`src/rtl/npc_wb_pkg.sv`:
```
// Shared types for the NPC GPR writeback path: data width, FSM states,
// writeback source ids and the rd/data request bundle.
package npc_wb_pkg;

    localparam int XLEN = 64;

    typedef enum logic [1:0] {
        RUN,
        DRAIN,
        HALT
    } wb_state_t;

    typedef enum logic {
        SRC_EXU,
        SRC_LSU
    } wb_src_t;

    typedef struct packed {
        logic [4:0]      rd;
        logic [XLEN-1:0] data;
    } wb_req_t;

endpackage

```
`src/rtl/gpr_wb_rr2.sv`:
```
// Two-requester round-robin grant (EXU vs LSU) holding the last-winner flag.
// Ports: i_clk, i_rst_n, i_en_* (source may be granted), i_req_* (valid),
//        o_rdy_* (ready, independent of the source's own valid).
module gpr_wb_rr2
    import npc_wb_pkg::*;
(
    input  logic i_clk,
    input  logic i_rst_n,
    input  logic i_en_exu,
    input  logic i_en_lsu,
    input  logic i_req_exu,
    input  logic i_req_lsu,
    output logic o_rdy_exu,
    output logic o_rdy_lsu
);

    wb_src_t r_last;
    logic    w_want_exu;
    logic    w_want_lsu;

    assign w_want_exu = i_en_exu && i_req_exu;
    assign w_want_lsu = i_en_lsu && i_req_lsu;

    // On a tie the source that did not win last time goes first.
    assign o_rdy_exu = i_en_exu && (!w_want_lsu || r_last == SRC_LSU);
    assign o_rdy_lsu = i_en_lsu && (!w_want_exu || r_last == SRC_EXU);

    always_ff @(posedge i_clk or negedge i_rst_n) begin
        if (!i_rst_n) begin
            r_last <= SRC_LSU;
        end else if (w_want_exu && o_rdy_exu) begin
            r_last <= SRC_EXU;
        end else if (w_want_lsu && o_rdy_lsu) begin
            r_last <= SRC_LSU;
        end
    end

endmodule

```
`src/rtl/gpr_wb_arbiter.sv`:
```
// Shares the GPR write port between EXU and LSU, counts loads in flight and
// sequences ebreak: drain pending loads, then raise sticky halt.
// Ports: clock/reset (async, active-low); exu_* and lsu_* valid/ready
// writeback channels; lsu_issue/lsu_issue_ready load issue throttle;
// rf_wen/rf_waddr/rf_wdata registered write port; halt to the sim model.
// Optional: define GPR_WB_STAT_EN to add stat_exu/stat_lsu/stat_conf.
module gpr_wb_arbiter
    import npc_wb_pkg::*;
#(
    parameter int MAX_OUTST = 4
) (
    input  logic            clock,
    input  logic            reset,
    input  logic            exu_valid,
    output logic            exu_ready,
    input  logic [4:0]      exu_rd,
    input  logic [XLEN-1:0] exu_data,
    input  logic            exu_ebreak,
    input  logic            lsu_issue,
    output logic            lsu_issue_ready,
    input  logic            lsu_valid,
    output logic            lsu_ready,
    input  logic [4:0]      lsu_rd,
    input  logic [XLEN-1:0] lsu_data,
    output logic            rf_wen,
    output logic [4:0]      rf_waddr,
    output logic [XLEN-1:0] rf_wdata,
    output logic            halt
`ifdef GPR_WB_STAT_EN
    ,
    output logic [63:0]     stat_exu,
    output logic [63:0]     stat_lsu,
    output logic [63:0]     stat_conf
`endif
);

    localparam int CW = $clog2(MAX_OUTST + 1);

    wb_state_t       r_state;
    logic [CW-1:0]   r_outst;
    logic            r_halt;
    logic            r_wen;
    logic [4:0]      r_waddr;
    logic [XLEN-1:0] r_wdata;

    logic    w_run;
    logic    w_drain;
    logic    w_acc_exu;
    logic    w_acc_lsu;
    logic    w_inc;
    logic    w_dec;
    logic    w_wen;
    wb_req_t w_req;

    assign w_run   = (r_state == RUN);
    assign w_drain = (r_state == DRAIN);

    gpr_wb_rr2 u_rr (
        .i_clk     (clock),
        .i_rst_n   (reset),
        .i_en_exu  (w_run),
        .i_en_lsu  (w_run || w_drain),
        .i_req_exu (exu_valid),
        .i_req_lsu (lsu_valid),
        .o_rdy_exu (exu_ready),
        .o_rdy_lsu (lsu_ready)
    );

    assign w_acc_exu = exu_valid && exu_ready;
    assign w_acc_lsu = lsu_valid && lsu_ready;

    assign lsu_issue_ready = w_run && (r_outst < CW'(MAX_OUTST));

    assign w_inc = lsu_issue && lsu_issue_ready;
    // A load return with nothing outstanding is dropped from the count.
    assign w_dec = w_acc_lsu && (r_outst != '0);

    always_comb begin
        w_req.rd   = lsu_rd;
        w_req.data = lsu_data;
        if (w_acc_exu) begin
            w_req.rd   = exu_rd;
            w_req.data = exu_data;
        end
    end

    // x0 writes and ebreak beats are consumed without touching the file.
    assign w_wen = (w_acc_exu && !exu_ebreak && exu_rd != 5'd0)
                || (w_acc_lsu && lsu_rd != 5'd0);

    always_ff @(posedge clock or negedge reset) begin
        if (!reset) begin
            r_wen   <= 1'b0;
            r_waddr <= '0;
            r_wdata <= '0;
        end else begin
            r_wen <= w_wen;
            if (w_wen) begin
                r_waddr <= w_req.rd;
                r_wdata <= w_req.data;
            end
        end
    end

    always_ff @(posedge clock or negedge reset) begin
        if (!reset) begin
            r_outst <= '0;
        end else if (w_inc && !w_dec) begin
            r_outst <= r_outst + CW'(1);
        end else if (w_dec && !w_inc) begin
            r_outst <= r_outst - CW'(1);
        end
    end

    always_ff @(posedge clock or negedge reset) begin
        if (!reset) begin
            r_state <= RUN;
            r_halt  <= 1'b0;
        end else begin
            unique case (r_state)
                RUN: begin
                    if (w_acc_exu && exu_ebreak) begin
                        r_state <= DRAIN;
                    end
                end
                DRAIN: begin
                    if (r_outst == '0 && !w_acc_lsu) begin
                        r_state <= HALT;
                        r_halt  <= 1'b1;
                    end
                end
                HALT: begin
                    r_halt <= 1'b1;
                end
                default: begin
                    r_state <= RUN;
                end
            endcase
        end
    end

    assign rf_wen   = r_wen;
    assign rf_waddr = r_waddr;
    assign rf_wdata = r_wdata;
    assign halt     = r_halt;

`ifdef GPR_WB_STAT_EN
    logic [63:0] r_exu_wr_cnt;
    logic [63:0] r_lsu_wr_cnt;
    logic [63:0] r_conflict_cnt;

    always_ff @(posedge clock or negedge reset) begin
        if (!reset) begin
            r_exu_wr_cnt   <= '0;
            r_lsu_wr_cnt   <= '0;
            r_conflict_cnt <= '0;
        end else if (r_state != HALT) begin
            if (w_acc_exu) begin
                r_exu_wr_cnt <= r_exu_wr_cnt + 64'd1;
            end
            if (w_acc_lsu) begin
                r_lsu_wr_cnt <= r_lsu_wr_cnt + 64'd1;
            end
            if (exu_valid && lsu_valid) begin
                r_conflict_cnt <= r_conflict_cnt + 64'd1;
            end
        end
    end

    assign stat_exu  = r_exu_wr_cnt;
    assign stat_lsu  = r_lsu_wr_cnt;
    assign stat_conf = r_conflict_cnt;
`endif

`ifndef SYNTHESIS
    a_lsu_underflow: assert property (
        @(posedge clock) disable iff (!reset)
        !(w_acc_lsu && r_outst == '0)
    );
`endif

endmodule

```
`config.mk`:
```
export PLATFORM = sky130hd
export DESIGN_NAME = gpr_wb_arbiter
export DESIGN_NICKNAME = d
export VERILOG_FILES = /design/src/rtl/npc_wb_pkg.sv /design/src/rtl/gpr_wb_rr2.sv /design/src/rtl/gpr_wb_arbiter.sv
export SDC_FILE = /design/constraint.sdc
export NUM_CORES = 1
export LEC_CHECK = 0
export CAP_MARGIN = 20
export CORE_MARGIN = 1.5
export CORE_UTILIZATION = 40
export DETAILED_ROUTE_END_ITERATION = 16
export PLACE_DENSITY = 0.77
export SLEW_MARGIN = 20
export SYNTH_ARGS = -nofsm -noshare
export SYNTH_HDL_FRONTEND = slang
export SYNTH_SLANG_ARGS = --single-unit
```
`constraint.sdc`:
```
create_clock -name clock -period 2.3 [get_ports clock]
set_input_delay 0.46 -clock clock [delete_from_list [all_inputs] [get_ports clock]]
set_output_delay 0.46 -clock clock [all_outputs]
set_load 0.05 [all_outputs]
```
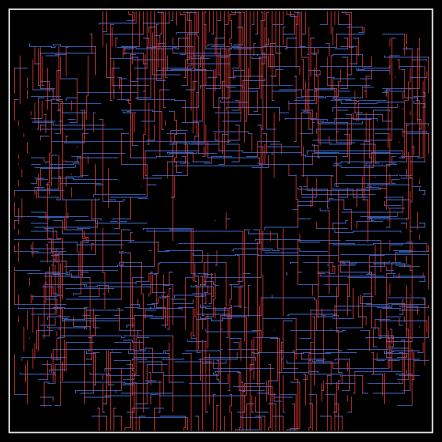
(images/wires.png)
Scale: 4 px per um. Two of the layers only.
legend:
  metal 2:
    color: red
    wire_length: 5040 um
  metal 1:
    color: blue
    wire_length: 4220 um
GRT Overall Usage: 0.1905
Avg WL per Cell: 16.15 um
sum of routed wire length over all layers: 10140 um
via total after detailed routing: 2970

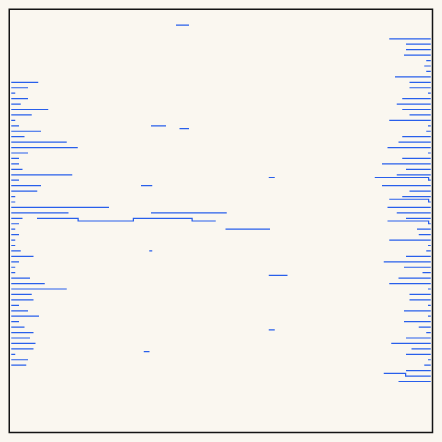
(images/layer_met3.png)
Scale: 4 px per um.
nets with wire on the layer: 119
longest straight run: 24.1 um
main direction: horizontal
met3 usage: 0.04453

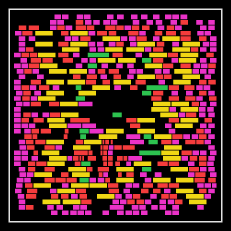
(images/placement_by_type.png)
Scale: 2 px per um.
legend:
  combinational and other logic:
    color: red
    cells: 172
    share_of_their_area: 32%
  clock drivers and dummy loads:
    color: green
    cells: 16
    share_of_their_area: 3.9%
  remaining buffers and delay cells:
    color: magenta
    cells: 227
    share_of_their_area: 35%
  sequential cells:
    color: yellow
    cells: 77
    share_of_their_area: 29%
final core utilization: 0.6642
register share of the cell area: 0.2837
row count: 37
placeable core region: 10230 um^2

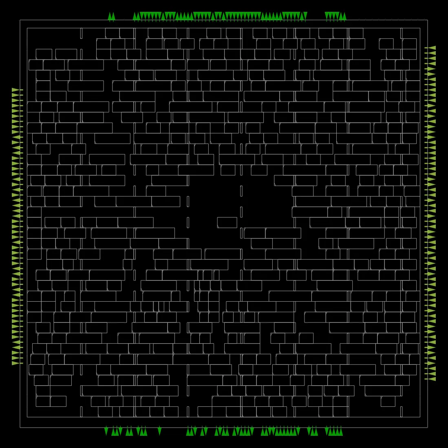
(images/placement.png)
filler cell count in the final layout: 747
sequential cell count: 77
post-route insts no fill: 628
number of tap cells added at floorplan: 136

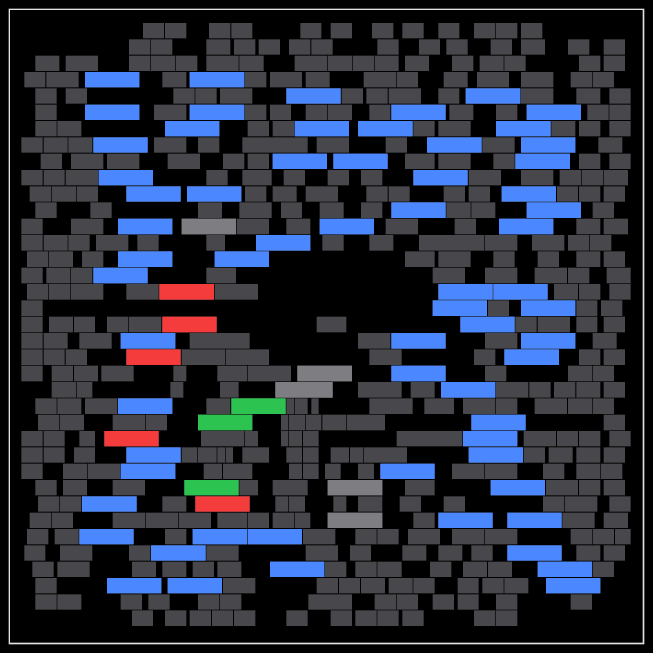
(images/flops_by_reg.png)
Scale: 6 px per um. Other sequential cells in the stronger gray, the rest of the logic in the fainter gray.
legend:
  `rf_waddr`:
    color: red
    flops: 5
    where: middle left
  `r_outst`:
    color: green
    flops: 3
  `rf_wdata`:
    color: blue
    flops: 64
    where: all over the die
power drawn by the sequential cells: 2.50 mW
FF+latch area: 1928 um^2

==> results.ini <==
[clock_network]
cts_hold_fix_bufs = 0
cts_resized = 0
cts_num_sinks = 77
root_buffer = clkbuf_8
cts_buffers = 9
clk_latency_ps = 350
clock_path_buffers = 2

[job]
max_cap_violations = 0
openroad.warnings = 26

[power]
power_density_nw_per_um2 = 1548
vdd.ir_drop.worst_v = 0.0008227
switching_share = 0.4391
power.sequential.fraction = 0.238
pg_clk_mw = 1.28

[critical_path]
reg2reg_slack_ps = 250
critical_path.top_delay_family = adder cells
crit_path_end_kind = flip-flop
startpoint_type = input pin
worstPathArrival_ps = 2350
critical_path.cell_chain = clkdlybuf4s50_1, and2b_1, and2_1, nand2_1, ha_1, inv_1, fa_1, xor2_1, nor2_1, xor2_1

[sta]
finalMaxSlewViolations = 0
timing.slew.headroom = 0.6221

[final_layout]
final_layout_top_logic_cell = clkdlybuf4s50_1
synthToLayoutAreaGrowth_pct = 61.83
nonClockBufferCount = 227

[logic_synthesis]
post_synth.cell_area_avg_um2 = 15.97
ys_sh_adder = 0.007747
synth.top_cells.by_area = dfrtp_1 45%, mux2_4 25%, mux2_2 19%
netlist.top_cell.by_area = dfrtp_1
ys.flop_type = dfrtp_1

[route]
met3RoutedLength_um = 720
detailedRoute.firstIterationViolations = 66
highest_layer = met4
post-route-drc-count = 0
routedLengthMet1_um = 4220

[run_status]
status = finished clean

[placed_design]
dpl_cell_area_um2 = 6539
post-place-cells = 612
gp_congestion = 0.7876

[grt]
gr_peak_layer = met2
pin_count_of_the_biggest_net_entering_global_routing = 45

No activity file was given, so power comes from the tool's default toggle rates.
